File: src/rtl/reg_file_pkg.sv
// Shared core constants and types for the integer register file:
// data width, register count/index width and the INIT/RUN state encoding.
package reg_file_pkg;

  localparam int XLEN      = 32;
  localparam int REG_COUNT = 32;
  localparam int REG_IDX_W = 5;

  typedef logic [XLEN-1:0]      xlen_t;
  typedef logic [REG_IDX_W-1:0] reg_idx_t;

  typedef enum logic {
    INIT = 1'b0,
    RUN  = 1'b1
  } rf_state_e;

  // x0 is hardwired, so the zeroing sweep covers x1 .. x(REG_COUNT-1).
  localparam reg_idx_t SWEEP_FIRST = reg_idx_t'(1);
  localparam reg_idx_t SWEEP_LAST  = reg_idx_t'(REG_COUNT - 1);

  function automatic logic is_writable(input reg_idx_t idx);
    return idx != '0;
  endfunction

endpackage

File: src/rtl/reg_file.sv
// 32x32 integer register file with two combinational read ports, one write-back
// port with write-first bypass, and a post-reset sweep that zeroes x1..x31.
module reg_file
  import reg_file_pkg::*;
(
  input  logic     clk,
  input  logic     rst,
  input  xlen_t    wb_data,
  input  reg_idx_t wb_rd,
  input  logic     wb_we,
  input  reg_idx_t rs1_id,
  input  reg_idx_t rs2_id,
  output xlen_t    rd1_id,
  output xlen_t    rd2_id,
  output logic     rf_busy
);

  rf_state_e state_q, state_d;
  reg_idx_t  cnt_q, cnt_d;

  // NOTE: storage has no reset; it is cleared by the sweep through the single
  // write port so that it stays a plain distributed-RAM array.
  xlen_t mem_q [REG_COUNT];

  logic     mem_we;
  reg_idx_t mem_addr;
  xlen_t    mem_wdata;
  logic     run_wr;

  // NOTE: sequential state uses non-blocking assignments only, so every flop
  // samples pre-edge values regardless of block ordering.
  always_ff @(posedge clk) begin
    if (rst) begin
      state_q <= INIT;
      cnt_q   <= SWEEP_FIRST;
    end else begin
      state_q <= state_d;
      cnt_q   <= cnt_d;
    end
  end

  // NOTE: every output of a combinational block gets a default first, so no
  // path through the case can infer a latch.
  always_comb begin
    state_d = state_q;
    cnt_d   = cnt_q;
    unique case (state_q)
      INIT: begin
        cnt_d = cnt_q + reg_idx_t'(1);
        if (cnt_q == SWEEP_LAST) begin
          state_d = RUN;
          cnt_d   = SWEEP_FIRST;
        end
      end
      RUN: ;
      default: state_d = INIT;
    endcase
  end

  // A cycle with rst high is treated as busy even before the state flop
  // has been forced to INIT, so the pipeline never sees stale data.
  assign rf_busy = rst || (state_q == INIT);
  assign run_wr  = (state_q == RUN) && !rst && wb_we && is_writable(wb_rd);

  always_comb begin
    mem_we    = 1'b0;
    mem_addr  = wb_rd;
    mem_wdata = wb_data;
    if (state_q == INIT) begin
      mem_we    = 1'b1;
      mem_addr  = cnt_q;
      mem_wdata = '0;
    end else if (run_wr) begin
      mem_we = 1'b1;
    end
  end

  always_ff @(posedge clk) begin
    if (mem_we) begin
      mem_q[mem_addr] <= mem_wdata;
    end
  end

  // Write-first bypass, then x0 and busy override everything.
  always_comb begin
    rd1_id = mem_q[rs1_id];
    if (run_wr && (rs1_id == wb_rd)) rd1_id = wb_data;
    if (rf_busy || !is_writable(rs1_id)) rd1_id = '0;
  end

  always_comb begin
    rd2_id = mem_q[rs2_id];
    if (run_wr && (rs2_id == wb_rd)) rd2_id = wb_data;
    if (rf_busy || !is_writable(rs2_id)) rd2_id = '0;
  end

endmodule

File: config.mk
export PLATFORM = sky130hd
export DESIGN_NAME = reg_file
export DESIGN_NICKNAME = d
export VERILOG_FILES = /design/src/rtl/reg_file_pkg.sv /design/src/rtl/reg_file.sv
export SDC_FILE = /design/constraint.sdc
export NUM_CORES = 1
export LEC_CHECK = 0
export CORE_ASPECT_RATIO = 0.6
export CORE_MARGIN = 1
export CORE_UTILIZATION = 36
export DETAILED_ROUTE_END_ITERATION = 12
export DONT_BUFFER_PORTS = 1
export PLACE_DENSITY = 0.48
export SETUP_SLACK_MARGIN = 0.4
export SLEW_MARGIN = 20
export SYNTH_ARGS = -nofsm -noshare
export SYNTH_HDL_FRONTEND = slang
export SYNTH_SLANG_ARGS = --single-unit
File: constraint.sdc
create_clock -name clk -period 6.8 [get_ports clk]
set_input_delay 1.36 -clock clk [delete_from_list [all_inputs] [get_ports clk]]
set_output_delay 1.36 -clock clk [all_outputs]
set_load 0.01 [all_outputs]
==> impl_metrics.ini <==
; yosys + openroad results
[outcome]
status = finished with violations
violations = slew limit

[setup_path]
regToRegSetupSlack_ns = 2.71
worstReg2RegStart = state_q
max_stage_delay_ns = 0.74
endpoint_kind = output pin
worstPathRequired_ns = 5.44
cp.depth = 6
cp-startpoint = rs1_id[0]
critical_path.endpoint = rd1_id[26]
cp.arrival_ns = 4.14
crit_type = input pin to output pin

[cells_and_area]
stdcell_count = 4450

[global_route]
grt_max_degree = 323
grt_pass1_wl_mm = 234.5
grt_use_met3_pct = 9.096
first_global_vias = 29100

[synth]
ys_cells = 2622
flop_cell = edfxtp_1
syn-num-nets = 2674
simple_gate_share_pct = 1.193

[power]
p_switching_uw = 2997
p_comb_uw = 839
total_leakage_power_uw = 0.01713
power.internal_uw = 10710

[drt]
wl_met3_mm = 20.58
ant_nets = 0
wl_met2_mm = 70.96

[floorplanning]
die_y_um = 286.1
core_area_um2 = 132500
initCoreUtil_pct = 36.57

[job]
maxCapViolCount = 0

[sta]
slew_violations = 9
max_slew_margin_pct = -0.5676

[placement]
place_congestion = 0.8103
hpwl_mm = 95.93
placed cells by master, fill, tap and decap left out, drive strengths merged:
| cell | netlist | routed |
|---|---|---|
| a32oi | 1 | 1 |
| o311ai | 2 | 2 |
| a22oi | 192 | 192 |
| and3 | 1 | 1 |
| a211o | 64 | 64 |
| edfxtp | 1024 | 1024 |
| clkinvlp | 0 | 8 |
| a21oi | 131 | 131 |
| clkinv | 0 | 42 |
| or2 | 1 | 1 |
| nand2b | 3 | 3 |
| nand4 | 1 | 1 |
| o22a | 1 | 1 |
| o21bai | 64 | 64 |
| nand2 | 11 | 11 |
| nand3b | 1 | 1 |
| clkbuf | 100 | 117 |
| inv | 5 | 6 |
| o31ai | 2 | 2 |
| and2 | 34 | 34 |
| o21ai | 3 | 3 |
| nor3 | 6 | 6 |
| a31oi | 2 | 2 |
| mux2i | 261 | 261 |
| nand3 | 2 | 2 |
| bufinv | 0 | 15 |
| mux4 | 384 | 384 |
| nor2 | 49 | 49 |
| dfxtp | 6 | 6 |
| o41ai | 2 | 2 |
| xnor2 | 10 | 10 |
| diode | 0 | 8 |
| mux2 | 3 | 3 |
| and3b | 1 | 1 |
| nor2b | 5 | 5 |
| a221oi | 128 | 128 |
| nor4 | 2 | 2 |
| ha | 2 | 2 |
| buf | 118 | 70 |
layout make-up:
cell class	instances	area (um2)
Fill cell	11840	78530
Timing Repair Buffer	70	683.2
Antenna cell	8	20.02
Tap cell	1785	2233
Clock inverter	66	708.2
Sequential cell	1030	30870
Inverter	5	18.77
Clock buffer	117	2630
Multi-Input combinational cell	1369	16790
sequential cells by signal, summed over array words and instances (netlist names):
name     cells
cnt_q        5
state_q      1
mem_q     1024
worst min-delay path: cells and delay by family, from the launching register on:
family | cells | cell delay, ns
AOI/OAI and AO/OA | 2 | 0.15
DFF | 1 | 0.36
**Metal 3**

Drawn at 1 px/um. Cells faint in the background.
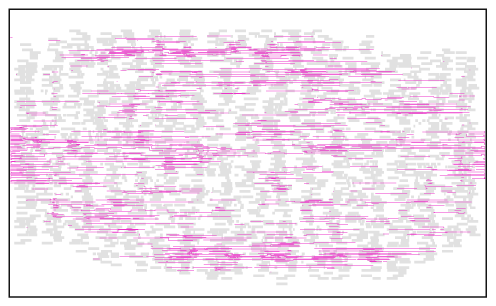
nets with wire on the layer = 341
wire length on this layer = 20.6 mm

**Ports around the boundary**

Drawn at 1 px/um. Pins as bars across the die edge, other pins in grey.
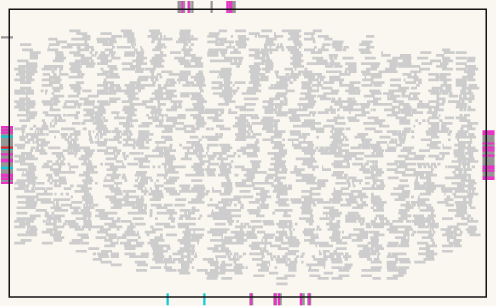
cyan -> rs2_id  # pins 5, direction input, edge 3 left, 2 bottom
red -> rst  # pins 1, direction input, edge left
magenta -> rd1_id  # pins 32, direction output, edge 12 right, 10 left, 5 top, 5 bottom

**The metal 4 layer**

Drawn at 1 px/um. Supply wires on this layer in grey. Cells faint in the background.
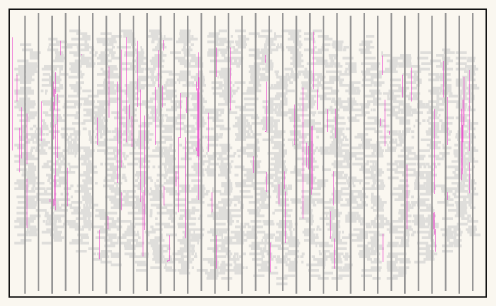
share of all routed wire = 2.4%
nets with wire on the layer = 51
wire length on this layer = 4050 um

